[config.mk]
export PLATFORM = sky130hd
export DESIGN_NAME = bcd_digit_entry
export DESIGN_NICKNAME = d
export VERILOG_FILES = /design/src/rtl/bcd_digit_entry_pkg.sv /design/src/rtl/bcd_digit_entry_debounce.sv /design/src/rtl/bcd_digit_entry.sv
export SDC_FILE = /design/constraint.sdc
export NUM_CORES = 1
export LEC_CHECK = 0
export ABC_AREA = 0
export CAP_MARGIN = 10
export CORE_ASPECT_RATIO = 1.1
export CORE_MARGIN = 5
export CORE_UTILIZATION = 41
export CTS_CLUSTER_DIAMETER = 150
export CTS_CLUSTER_SIZE = 20
export DETAILED_ROUTE_END_ITERATION = 6
export PLACE_DENSITY_LB_ADDON = 0.3
export SYNTH_ARGS = -nofsm -noshare
export SYNTH_HDL_FRONTEND = slang
export SYNTH_SLANG_ARGS = --single-unit
[constraint.sdc]
create_clock -name clk -period 2.3 [get_ports clk]
set_clock_uncertainty 0.15 [all_clocks]
set_input_delay 0.69 -clock clk [delete_from_list [all_inputs] [get_ports clk]]
set_output_delay 0.69 -clock clk [all_outputs]
set_load 0.02 [all_outputs]
[src/rtl/bcd_digit_entry_pkg.sv]
// Shared definitions for the BCD digit entry block.
//   BCD_MAX / BCD_MIN       : legal digit range
//   ACT_*                   : action encoding from the press priority encoder
//   rpt_state_t             : auto-repeat FSM states (used only with AUTO_REPEAT_EN)
//   bcd_apply()             : digit update for one action, wrapping within 0..9
package bcd_digit_entry_pkg;

    localparam logic [3:0] BCD_MAX = 4'd9;
    localparam logic [3:0] BCD_MIN = 4'd0;

    localparam logic [1:0] ACT_NONE = 2'd0;
    localparam logic [1:0] ACT_INC  = 2'd1;
    localparam logic [1:0] ACT_DEC  = 2'd2;
    localparam logic [1:0] ACT_CLR  = 2'd3;

    typedef enum logic [1:0] {
        RPT_IDLE   = 2'd0,
        RPT_HOLD   = 2'd1,
        RPT_REPEAT = 2'd2
    } rpt_state_t;

    // Illegal codes 10..15 recover to 0 on either step direction.
    function automatic logic [3:0] bcd_apply(input logic [1:0] act, input logic [3:0] cur);
        logic [3:0] res;
        res = cur;
        case (act)
            ACT_CLR: res = BCD_MIN;
            ACT_INC: res = (cur >= BCD_MAX) ? BCD_MIN : cur + 4'd1;
            ACT_DEC: res = (cur == BCD_MIN) ? BCD_MAX :
                           (cur >  BCD_MAX) ? BCD_MIN : cur - 4'd1;
            default: res = cur;
        endcase
        return res;
    endfunction

endpackage

[src/rtl/bcd_digit_entry_debounce.sv]
// btn_debounce: one raw button -> synchronised, debounced level plus press pulse.
//   clk, rst_n  : clock, async active-low reset
//   btn_raw     : raw asynchronous button input
//   btn_level   : debounced level
//   btn_press   : one-cycle pulse on the debounced 0->1 edge
module btn_debounce
    import bcd_digit_entry_pkg::*;
#(
    parameter int DEBOUNCE_CYCLES = 12000
) (
    input  logic clk,
    input  logic rst_n,
    input  logic btn_raw,
    output logic btn_level,
    output logic btn_press
);

    localparam int             CW       = $clog2(DEBOUNCE_CYCLES + 1);
    localparam logic [CW-1:0]  CNT_LAST = CW'(DEBOUNCE_CYCLES - 1);

    logic          r_sync1, r_sync2;
    logic          r_level, r_level_d;
    logic [CW-1:0] r_cnt;

    always_ff @(posedge clk or negedge rst_n) begin
        if (!rst_n) begin
            r_sync1   <= 1'b0;
            r_sync2   <= 1'b0;
            r_level   <= 1'b0;
            r_level_d <= 1'b0;
            r_cnt     <= '0;
        end else begin
            r_sync1   <= btn_raw;
            r_sync2   <= r_sync1;
            r_level_d <= r_level;
            // The counter holds the run length of disagreeing cycles; it is
            // cleared on the flip, so it can never pass CNT_LAST or wrap.
            if (r_sync2 == r_level) begin
                r_cnt <= '0;
            end else if (r_cnt >= CNT_LAST) begin
                r_level <= r_sync2;
                r_cnt   <= '0;
            end else begin
                r_cnt <= r_cnt + CW'(1);
            end
        end
    end

    assign btn_level = r_level;
    assign btn_press = r_level & ~r_level_d;

endmodule

[src/rtl/bcd_digit_entry.sv]
// bcd_digit_entry: buttons -> held BCD digit for the BCD->Excess-3 converter.
//   clk, rst_n              : clock, async active-low reset
//   btn_inc/btn_dec/btn_clr : raw active-high buttons
//   bcd_out                 : registered digit, always 0..9
//   digit_strobe            : pulse in the cycle bcd_out takes an applied result
// Optional: define AUTO_REPEAT_EN for hold-to-repeat on inc/dec.
module bcd_digit_entry
    import bcd_digit_entry_pkg::*;
#(
    parameter int DEBOUNCE_CYCLES = 12000,
    parameter int REPEAT_DELAY    = 6000000,
    parameter int REPEAT_PERIOD   = 2400000
) (
    input  logic       clk,
    input  logic       rst_n,
    input  logic       btn_inc,
    input  logic       btn_dec,
    input  logic       btn_clr,
    output logic [3:0] bcd_out,
    output logic       digit_strobe
);

    logic       w_lvl_inc, w_lvl_dec, w_lvl_clr;
    logic       w_prs_inc, w_prs_dec, w_prs_clr;
    logic [1:0] w_act;
    logic [3:0] r_bcd;
    logic       r_strobe;

    btn_debounce #(.DEBOUNCE_CYCLES(DEBOUNCE_CYCLES)) u_db_inc (
        .clk(clk), .rst_n(rst_n), .btn_raw(btn_inc), .btn_level(w_lvl_inc), .btn_press(w_prs_inc));
    btn_debounce #(.DEBOUNCE_CYCLES(DEBOUNCE_CYCLES)) u_db_dec (
        .clk(clk), .rst_n(rst_n), .btn_raw(btn_dec), .btn_level(w_lvl_dec), .btn_press(w_prs_dec));
    btn_debounce #(.DEBOUNCE_CYCLES(DEBOUNCE_CYCLES)) u_db_clr (
        .clk(clk), .rst_n(rst_n), .btn_raw(btn_clr), .btn_level(w_lvl_clr), .btn_press(w_prs_clr));

`ifdef AUTO_REPEAT_EN
    localparam int            RPT_MAX  = (REPEAT_DELAY > REPEAT_PERIOD) ? REPEAT_DELAY : REPEAT_PERIOD;
    localparam int            RW       = $clog2(RPT_MAX + 1);
    localparam logic [RW-1:0] DLY_LAST = RW'(REPEAT_DELAY - 1);
    localparam logic [RW-1:0] PER_LAST = RW'(REPEAT_PERIOD - 1);

    rpt_state_t    r_rpt_st, w_rpt_nxt;
    logic [RW-1:0] r_rpt_cnt, w_rpt_cnt_nxt;
    logic          r_rpt_inc, w_rpt_inc_nxt;
    logic          w_rpt_step, w_held, w_cancel, w_inc_only, w_dec_only;
    logic          w_unused;

    assign w_unused   = w_lvl_clr;
    assign w_inc_only = w_prs_inc & ~w_prs_dec & ~w_prs_clr;
    assign w_dec_only = w_prs_dec & ~w_prs_inc & ~w_prs_clr;
    assign w_held     = r_rpt_inc ? w_lvl_inc : w_lvl_dec;
    // Release, clr, or the opposite direction ends the repeat sequence.
    assign w_cancel   = ~w_held | w_prs_clr | (r_rpt_inc ? w_prs_dec : w_prs_inc);

    always_ff @(posedge clk or negedge rst_n) begin
        if (!rst_n) begin
            r_rpt_st  <= RPT_IDLE;
            r_rpt_cnt <= '0;
            r_rpt_inc <= 1'b0;
        end else begin
            r_rpt_st  <= w_rpt_nxt;
            r_rpt_cnt <= w_rpt_cnt_nxt;
            r_rpt_inc <= w_rpt_inc_nxt;
        end
    end

    // Driven from the press pulses, not w_act, so there is no loop through the step.
    always_comb begin
        w_rpt_nxt     = r_rpt_st;
        w_rpt_cnt_nxt = r_rpt_cnt + RW'(1);
        w_rpt_inc_nxt = r_rpt_inc;
        w_rpt_step    = 1'b0;
        case (r_rpt_st)
            RPT_IDLE: begin
                w_rpt_cnt_nxt = '0;
                if (w_inc_only || w_dec_only) begin
                    w_rpt_nxt     = RPT_HOLD;
                    w_rpt_inc_nxt = w_inc_only;
                end
            end
            RPT_HOLD, RPT_REPEAT: begin
                if (w_cancel) begin
                    w_rpt_nxt     = RPT_IDLE;
                    w_rpt_cnt_nxt = '0;
                end else if (r_rpt_cnt == ((r_rpt_st == RPT_HOLD) ? DLY_LAST : PER_LAST)) begin
                    w_rpt_step    = 1'b1;
                    w_rpt_nxt     = RPT_REPEAT;
                    w_rpt_cnt_nxt = '0;
                end
            end
            default: begin
                w_rpt_nxt     = RPT_IDLE;
                w_rpt_cnt_nxt = '0;
            end
        endcase
    end
`else
    logic w_unused;
    assign w_unused = ^{w_lvl_inc, w_lvl_dec, w_lvl_clr, REPEAT_DELAY != 0, REPEAT_PERIOD != 0};
`endif

    // Press priority: clr, then inc+dec cancel, then single direction, then repeat step.
    always_comb begin
        w_act = ACT_NONE;
        if (w_prs_clr)                   w_act = ACT_CLR;
        else if (w_prs_inc && w_prs_dec) w_act = ACT_NONE;
        else if (w_prs_inc)              w_act = ACT_INC;
        else if (w_prs_dec)              w_act = ACT_DEC;
`ifdef AUTO_REPEAT_EN
        else if (w_rpt_step)             w_act = r_rpt_inc ? ACT_INC : ACT_DEC;
`endif
    end

    always_ff @(posedge clk or negedge rst_n) begin
        if (!rst_n) begin
            r_bcd    <= BCD_MIN;
            r_strobe <= 1'b0;
        end else begin
            r_strobe <= (w_act != ACT_NONE);
            if (w_act != ACT_NONE) r_bcd <= bcd_apply(w_act, r_bcd);
        end
    end

    assign bcd_out      = r_bcd;
    assign digit_strobe = r_strobe;

endmodule

==> GITHUB_STEP_SUMMARY, run 1 <==
## Implementation flow summary

| Metric | Value |
|---|---|
| Critical Path Source Type | flop |
| Distinct lib cells used | 41 |
| Total grt overflow | 0 |
| Post-CTS Setup Bufs | 0 |
| #FFs+latches synth | 59 |
| Outcome | finished, final reports clean |
| Sequential power share | 52.7% |
| Worst-path clk slew | 0.07 ns |
| Met2 Usage GRT | 18.7% |
| Number of enable flip-flop cells | 0 |
| Hold WC Path Type | in -> async |
| Syn nets | 289 |
| P_clk | 0.000893 W |
| Sw power | 0.000443 W |
| Unrepaired setup endpoints after global routing | false |
| GP Congestion | 0.862 |
| CTS HTree Levels | 3 |
| Critical path buffers and inverters | 1 |
| Initial antenna violation count | 0 |
| YS warnings | 0 |
| Max cap viols | 0 |
| Worst Setup Path Type | reg -> out |
| Vias in the first global route | 1987 |
| Final TNS setup | 0 ns |
| Maximum clock frequency | 444 MHz |
| Crit end category | output pin |
| Tmin final | 2.25 ns |
| First-pass GRT wire length | 8.95 mm |
| Area leader, netlist | dfrtp_1 |
| Clk pwr share | 43.8% |
| Number of OpenROAD warnings | 30 |
| Floorplan core area | 6930 um^2 |
| PD cells | 630 nW/um^2 |
| Placed Area | 3060 um^2 |
| Pins Over Slew Limit | 0 |
| Dominant logic cell types in the final layout | dfrtp_1 (59), nor2_1 (49), xor2_1 (18), xnor2_1 (18), nand3_1 (14) |
| Late-Pin Clk Latency | 0.34 ns |
| Cells after synthesis | 275 |
| Synthesis-to-layout area growth | 12.1% |
| Combinational Power | 0.0000708 W |
| Overall Power | 0.00204 W |
| Clk root buf | clkbuf_8 |
| Ant. Diodes | 0 |
| Netlist Area Pre-Place | 2890 um^2 |
| Inserted Clock Buffers | 9 |
| Die X | 90.0 um |
| Cycle use final | 98.0% |
| Post-synth top flop | dfrtp_1 |
| P_leak | 1.50 nW |
## run 1: per-stage QoR
stage / std cells / setup WS [ns]
finish: 379 / 0.0470
floorplan: 275 / 0.290
detailed placement: 365 / 0.262
CTS: 379 / 0.0166
global placement: 365 / 0.302
global route: 379 / 0.00272
## run 1: worst paths after layout
kind	cells past startpoint	slack, ns	start	end
min	1	0.15	rst_n	u_db_clr.r_cnt[9]$_DFF_PN0_
min reg2reg	0	0.20	u_db_clr.r_sync1$_DFF_PN0_	u_db_clr.r_sync2$_DFF_PN0_
max	1	0.05	bcd_out[1]$_DFFE_PN0P_	bcd_out[1]
max in group asynchronous	2	1.27	rst_n	digit_strobe$_DFF_PN0_
min in group clk	0	0.20	u_db_clr.r_sync1$_DFF_PN0_	u_db_clr.r_sync2$_DFF_PN0_
max reg2reg	6	0.25	bcd_out[0]$_DFFE_PN0P_	bcd_out[0]$_DFFE_PN0P_
## run 1: state kept, by name, indices dropped and copies added, names as in the netlist, 4 cells and up
signal          flops
u_db_inc.r_cnt     14
u_db_clr.r_cnt     14
bcd_out             4
u_db_dec.r_cnt     14
## run 1: logic make-up (layout without fill, tap and decap cells)
kind of cell	Yosys count	in the layout	share of synthesized area, %
xor gates and xnor gates	36	36	10.9
AOI/OAI and AO/OA	27	27	7.89
adders and majority gates	9	9	3.90
DFF	59	59	51.2
muxes	4	4	1.52
buffers and inverters	19	38	3.21
and+or+nand+nor	121	121	21.4
## run 1: what timing repair did
item,in CTS,in global routing
resized,2,0
hold buffers,0,0
setup endpoints to repair,2,0
## run 1: area by class of cell
class / count / area [um^2]
sequential: 59 / 1480
fill: 668 / 3690
multi-input combinational: 197 / 1320
clock inverter: 3 / 40.0
tap: 85 / 106
clock buffer: 11 / 141
timing repair buffer: 13 / 113
inverter: 11 / 41.3
Run 1, sequential cells grouped by signal name:
Bar = 20 um. Other sequential cells in the stronger grey, the rest of the logic in the fainter grey.
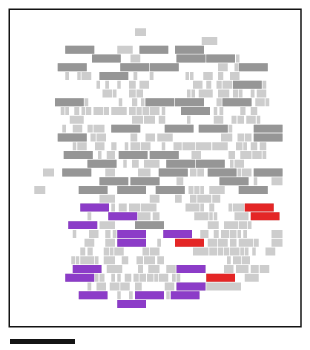
| colour | netlist name | placed flops |
|---|---|---|
| purple | `u_db_inc.r_cnt` | 14 |
| red | `bcd_out` | 4 |
not coloured: 41
Flop area: 1480 um^2
Power Sequential: 0.00107 W

Run 1, gate-type map:
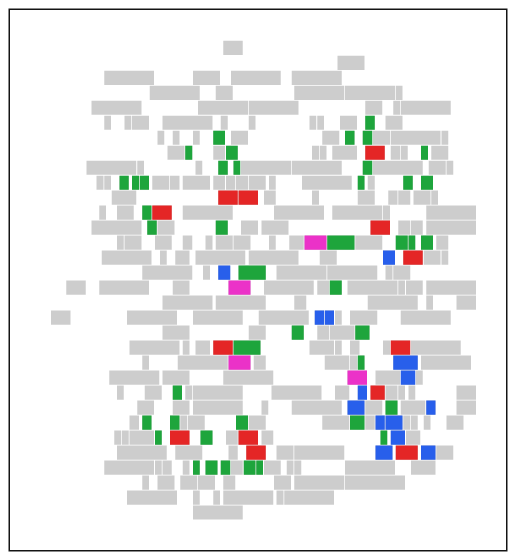
| colour | family | cells |
|---|---|---|
| red | non-inverting ao/oa cells | 13 |
| blue | aoi and oai cells | 14 |
| green | nand cells | 43 |
| magenta | mux cells | 4 |
non-filler cells, final: 379
most common cell after layout, fill and taps aside: dfrtp_1
Comb/total area: 40.7%

Run 1, congestion heat map:
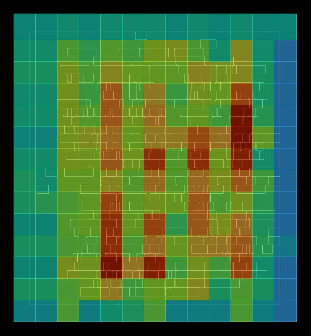
Top Usage Layer GRT: met2
WL/cell: 13.0 um
met1 GRT Util: 15.9%
Core Util, Final: 46.7%
GR Layer Usage met3: 3.31%

Run 1, wiring by layer:
Only two layers are drawn.
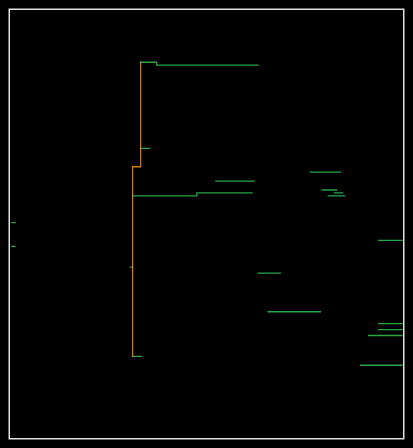

==> run 2: changes to the inputs <==
--- a/config.mk
+++ b/config.mk
@@ -9,7 +9,7 @@
 export CAP_MARGIN = 10
 export CORE_ASPECT_RATIO = 1.1
 export CORE_MARGIN = 5
-export CORE_UTILIZATION = 41
+export CORE_UTILIZATION = 36
 export CTS_CLUSTER_DIAMETER = 150
 export CTS_CLUSTER_SIZE = 20
 export DETAILED_ROUTE_END_ITERATION = 6
Run 2, wiring by layer:
Only two layers are drawn.
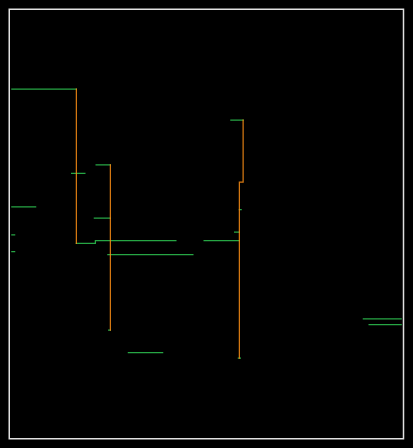
| colour | layer | wire length |
|---|---|---|
| orange | M4 | 136 um |
| green | M3 | 117 um |
WL/cell: 12.0 um
final WL: 4.79 mm
DR vias: 1942
GRT Util Overall: 11.0%

Run 2, sequential cells grouped by signal name:
Bar = 20 um. Other sequential cells in the stronger grey, the rest of the logic in the fainter grey.
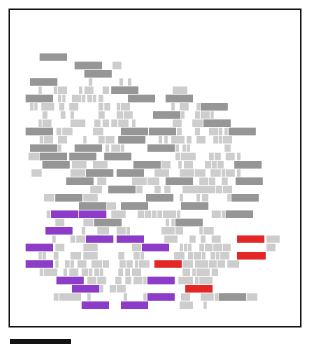
| colour | netlist name | placed flops |
|---|---|---|
| red | `bcd_out` | 4 |
| purple | `u_db_inc.r_cnt` | 14 |
not coloured: 41
Flop area: 1480 um^2
Seq/total area: 45.1%
Core Util, Final: 41.6%

==> GITHUB_STEP_SUMMARY, run 2 <==
## Implementation flow summary

| Metric | Value |
|---|---|
| Critical path buffers and inverters | 1 (unchanged) |
| Critical path depth in cells | 1 (unchanged) |
| Critical Path Source Type | flop (unchanged) |
| Unrepaired setup endpoints after global routing | false (unchanged) |
| Cells after synthesis | 275 (unchanged) |
| Worst-path clk slew | 0.07 ns (about the same) |
| Syn nets | 289 (unchanged) |
| Sequential share of the synthesized area | 51.2% (unchanged) |
| Pre-CTS setup slack | 0.267 ns (was 0.262 ns) |
| Number of OpenROAD warnings | 30 (unchanged) |
| First-pass GRT wire length | 8.69 mm (was 8.95 mm) |
| Inserted Clock Buffers | 9 (unchanged) |
| Outcome | finished, final reports clean (unchanged) |
| FF-to-FF path depth | 6 (unchanged) |
| P_leak | 1.53 nW (was 1.50 nW) |
| YS warnings | 0 (unchanged) |
| Pins Over Slew Limit | 0 (unchanged) |
| GP Congestion | 0.813 (was 0.862) |
| Total grt overflow | 0 (unchanged) |
| Initial antenna violation count | 0 (unchanged) |
| Ant. Diodes | 0 (unchanged) |
| Crit end category | output pin (unchanged) |
| Floorplan core area | 7870 um^2 (was 6930 um^2) |
| Flop2flop setup slack | 0.23 ns (was 0.25 ns) |
| Top Usage Layer GRT | met2 (unchanged) |
| Netlist Area Pre-Place | 2890 um^2 (unchanged) |
| # hold bufs at CTS | 0 (unchanged) |
| Reg-to-reg startpoint | bcd_out[0]$_DFFE_PN0P_ (unchanged) |
| Vias in the first global route | 1909 (was 1987) |
| Asr flop ratio synth | 100% (unchanged) |
| Maximum clock frequency | 480 MHz (was 444 MHz) |
| CP Capture Point | digit_strobe (was bcd_out[1]) |
| Dominant logic cell types in the final layout | dfrtp_1 (58), nor2_1 (49), xor2_1 (18), xnor2_1 (18), nand3_1 (14) (was dfrtp_1 (59), nor2_1 (49), xor2_1 (18), xnor2_1 (18), nand3_1 (14)) |
| Synthesis-to-layout area growth | 13.4% (was 12.1%) |
| PD cells | 635 nW/um^2 (was 630 nW/um^2) |
| Max VDD drop | 0.397 mV (was 0.315 mV) |
| CP Launch Point | digit_strobe$_DFF_PN0_ (was bcd_out[1]$_DFFE_PN0P_) |
| Met1 GRT Util | 15.0% (was 15.9%) |
| Top flop regs | u_db_clr.r_cnt x14, u_db_dec.r_cnt x14, u_db_inc.r_cnt x14 (unchanged) |
| Worst r2r dst | bcd_out[0]$_DFFE_PN0P_ (unchanged) |
| Final worst setup slack | 0.216 ns (was 0.0470 ns) |
| Max cap viols | 0 (unchanged) |
| Worst Setup Path Type | reg -> out (unchanged) |
| Cycle use final | 90.6% (was 98.0%) |
| Distinct lib cells used | 41 (unchanged) |
| FP Rows | 34 (was 32) |
| Hold WC Path Type | in -> async (unchanged) |
| Final TNS setup | 0 ns (unchanged) |
| Post-CTS Setup Bufs | 0 (unchanged) |
| Number of enable flip-flop cells | 0 (unchanged) |
| Clk root buf | clkbuf_8 (unchanged) |
| Met2 Usage GRT | 15.4% (was 18.7%) |
| Die Y | 104 um (was 98.0 um) |
| Late-Pin Clk Latency | 0.33 ns (was 0.34 ns) |
| Area leader, netlist | dfrtp_1 (unchanged) |
| Die X | 95.4 um (was 90.0 um) |
| Post-cts sizing count | 3 (was 2) |
| #FFs+latches synth | 59 (unchanged) |
| Most common cell after layout, fill and taps aside | dfrtp_1 (unchanged) |
| CTS HTree Levels | 3 (unchanged) |
| Tmin final | 2.08 ns (was 2.25 ns) |
| GR Layer Usage met3 | 2.82% (was 3.31%) |
Run 2, met4 routing:
Bar = 20 um.
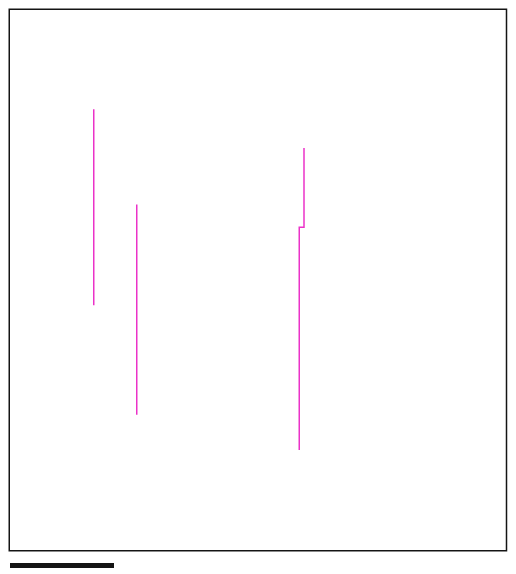
longest straight run: 42.7 um
main direction: vertical

[run 2: cell counts after synthesis]
Identical to the previous run, type by type.
[run 2: logic make-up after synthesis]
group                    count (synthesis)  share of synthesized area (%)
multiplexers                             4                           1.52
adder cells (fa/ha/maj)                  9                           3.90
XOR/XNOR                                36                           10.9
buffers and inverters                   19                           3.21
AND/OR/NAND/NOR                        121                           21.4
flip-flops                              59                           51.2
AND-OR/OR-AND                           27                           7.89
[run 2: final cells by class]
class                      instances  area (um^2)
fill                             776         4600
sequential                        59         1480
multi-input combinational        197         1320
clock buffer                      13          159
tap                              108          135
timing repair buffer              10          108
inverter                          11         41.3
clock inverter                     2         35.0
[run 2: power by group]
group          switching [W]  internal [W]
sequential         0.0000176       0.00106
combinational      0.0000462     0.0000250
clock               0.000382      0.000553
total               0.000446       0.00163
[run 2: per-stage QoR]
stage | utilization, % | total power [W] | hold slack, ns | instances | instance area, um^2
after floorplan | - | 0.00113 | 0.181 | 275 | 2890
after CTS | 41.5 | 0.00212 | 0.200 | 400 | 3270
final | 41.6 | 0.00208 | 0.198 | 400 | 3270
after global routing | 41.6 | 0.00219 | 0.198 | 400 | 3270
after global placement | 39.1 | 0.00117 | 0.183 | 385 | 3070
after detailed placement | 39.1 | 0.00117 | 0.186 | 385 | 3070
[run 2: metal layers]
| metal | part of all wire, % | vias to the layer above |
|---|---|---|
| met5 | 0 | - |
| met4 | 2.8 | 0 |
| met3 | 2.4 | 11 |
| met2 | 45 | 20 |
| met1 | 50 | 933 |
| li1 | - | 978 |
Run 2, gate-type map:
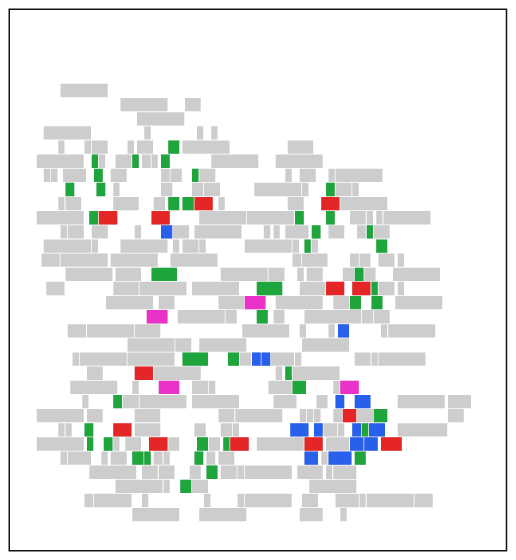

==> run 3: changes to the inputs <==
--- a/config.mk
+++ b/config.mk
@@ -8,7 +8,7 @@
 export ABC_AREA = 0
 export CAP_MARGIN = 10
 export CORE_ASPECT_RATIO = 1.1
-export CORE_MARGIN = 5
+export CORE_MARGIN = 2
 export CORE_UTILIZATION = 36
 export CTS_CLUSTER_DIAMETER = 150
 export CTS_CLUSTER_SIZE = 20
Run 3, gate-type map:
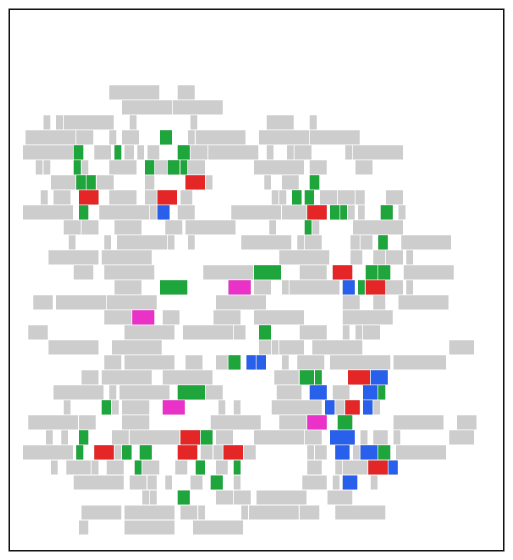
| colour | family | cells |
|---|---|---|
| magenta | mux cells | 4 |
| red | non-inverting ao/oa cells | 13 |
| blue | aoi and oai cells | 14 |
| green | nand cells | 43 |
non-filler cells, final: 401
Comb/total area: 39.9%

Run 3, sequential cells grouped by signal name:
Bar = 20 um. Other sequential cells in the stronger grey, the rest of the logic in the fainter grey.
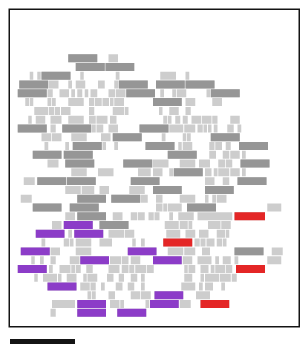
| colour | netlist name | placed flops |
|---|---|---|
| purple | `u_db_inc.r_cnt` | 14 |
| red | `bcd_out` | 4 |
not coloured: 41
Core Util, Final: 42.2%
Seq/total area: 44.8%

Run 3, congestion heat map:
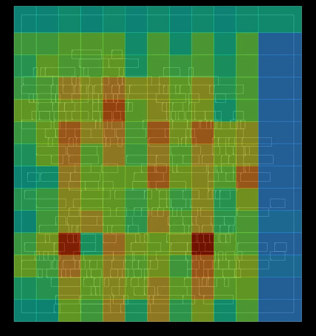
met1 GRT Util: 17.9%
met2 Usage GRT: 17.5%

==> GITHUB_STEP_SUMMARY, run 3 <==
## Implementation flow summary

| Metric | Value |
|---|---|
| Critical path buffers and inverters | 1 (unchanged) |
| Hold WC Path Type | reg -> reg (was in -> async) |
| First-pass GRT wire length | 8.67 mm (was 8.69 mm) |
| Hold Crit Start | u_db_clr.r_sync1$_DFF_PN0_ |
| Worst-path clk slew | 0.06 ns (was 0.07 ns) |
| Late-Pin Clk Latency | 0.33 ns (about the same) |
| Unrepaired setup endpoints after global routing | false (unchanged) |
| Top flop regs | u_db_clr.r_cnt x14, u_db_dec.r_cnt x14, u_db_inc.r_cnt x14 (unchanged) |
| Worst Setup Path Type | reg -> out (unchanged) |
| Max VDD drop | 0.380 mV (was 0.397 mV) |
| Maximum clock frequency | 472 MHz (was 480 MHz) |
| GRT Util Overall | 12.6% (was 11.0%) |
| Pins Over Slew Limit | 0 (unchanged) |
| DR vias | 1964 (was 1942) |
| Outcome | finished, final reports clean (unchanged) |
| Final WL | 4.78 mm (was 4.79 mm) |
| Hold Path Depth | 0 |
| Reg-to-reg startpoint | bcd_out[0]$_DFFE_PN0P_ (unchanged) |
| Asr flop ratio synth | 100% (unchanged) |
| Number of OpenROAD warnings | 30 (unchanged) |
| Die Y | 97.9 um (was 104 um) |
| #FFs+latches synth | 59 (unchanged) |
| Initial antenna violation count | 0 (unchanged) |
| Syn nets | 289 (unchanged) |
| Inserted Clock Buffers | 9 (unchanged) |
| Vias in the first global route | 1943 (was 1909) |
| Critical Path Source Type | flop (unchanged) |
| Clk root buf | clkbuf_8 (unchanged) |
| Post-synth top flop | dfrtp_1 (unchanged) |
| Post-Route M1 WL | 2.49 mm (was 2.40 mm) |
| Sequential share of the synthesized area | 51.2% (unchanged) |
| GP Congestion | 0.843 (was 0.813) |
| Dominant logic cell types in the final layout | dfrtp_1 (58), nor2_1 (49), xor2_1 (18), xnor2_1 (18), nand3_1 (14) (unchanged) |
| Max cap viols | 0 (unchanged) |
| Worst r2r dst | bcd_out[0]$_DFFE_PN0P_ (unchanged) |
| P_leak | 1.54 nW (was 1.53 nW) |
| Hold path endpoint | u_db_clr.r_sync2$_DFF_PN0_ |
| Cycle use final | 92.2% (was 90.6%) |
| Tmin final | 2.12 ns (was 2.08 ns) |
| Distinct lib cells used | 41 (unchanged) |
| Post-CTS Setup Bufs | 0 (unchanged) |
| DR top layer | met4 (unchanged) |
| WL met3 | 132 um (was 117 um) |
| Final TNS setup | 0 ns (unchanged) |
| Most common cell after layout, fill and taps aside | dfrtp_1 (unchanged) |
| Cells after synthesis | 275 (unchanged) |
| CTS HTree Levels | 3 (unchanged) |
| Ant. Diodes | 0 (unchanged) |
| WL/cell | 11.9 um (was 12.0 um) |
| FP Rows | 34 (unchanged) |
| Routed length on met2 | 2.04 mm (was 2.14 mm) |
| FF-to-FF path depth | 6 (unchanged) |
| Area leader, netlist | dfrtp_1 (unchanged) |
| # hold bufs at CTS | 0 (unchanged) |
| PD cells | 649 nW/um^2 (was 635 nW/um^2) |
-- run 3: cell counts after synthesis --
Identical to the previous run, type by type.
-- run 3: cells by family after synthesis --
logic type | count (synthesis) | share of synthesized area (%)
AND-OR/OR-AND | 27 | 7.89
XOR/XNOR | 36 | 10.9
adder cells (fa/ha/maj) | 9 | 3.90
buffers and inverters | 19 | 3.21
flip-flops | 59 | 51.2
multiplexers | 4 | 1.52
AND/OR/NAND/NOR | 121 | 21.4
-- run 3: repair_timing --
action | CTS | global route
gates resized | 2 | 2
cloned | 0 | 0
endpoints found under the setup margin | 2 | 2
-- run 3: routing by layer --
layer  track usage [%]  up-vias
met3              2.54       10
met2              17.5       24
met4              7.35        0
met5                 0        -
li1                  -      982
met1              17.9      948
-- run 3: layout make-up --
cell class	count	area (um^2)	share of cell area, %
clock buffer	14	183	5.54
clock inverter	1	30.0	0.910
inverter	11	41.3	1.25
multi-input combinational	197	1320	39.9
sequential	59	1480	44.8
tap	108	135	4.10
timing repair buffer	11	116	3.53
-- run 3: stage by stage --
stage / cell area [um^2] / hold slack [ns] / std cells / total power, W / setup slack, ns
floorplan: 2890 / 0.181 / 275 / 0.00113 / 0.290
global placement: 3080 / 0.186 / 386 / 0.00117 / 0.297
detailed placement: 3080 / 0.185 / 386 / 0.00117 / 0.232
CTS: 3290 / 0.199 / 401 / 0.00217 / 0.0303
global route: 3300 / 0.200 / 401 / 0.00224 / 0.0648
finish: 3300 / 0.197 / 401 / 0.00214 / 0.179
-- run 3: report_power, final --
part           switching [W]  leakage, nW  internal (W)
Combinational      0.0000467        0.634     0.0000250
Sequential         0.0000171        0.801       0.00106
Clock               0.000381        0.109      0.000614
Total               0.000445         1.54       0.00169
Power figures rest on the tool's default switching activity, not on a simulated workload.
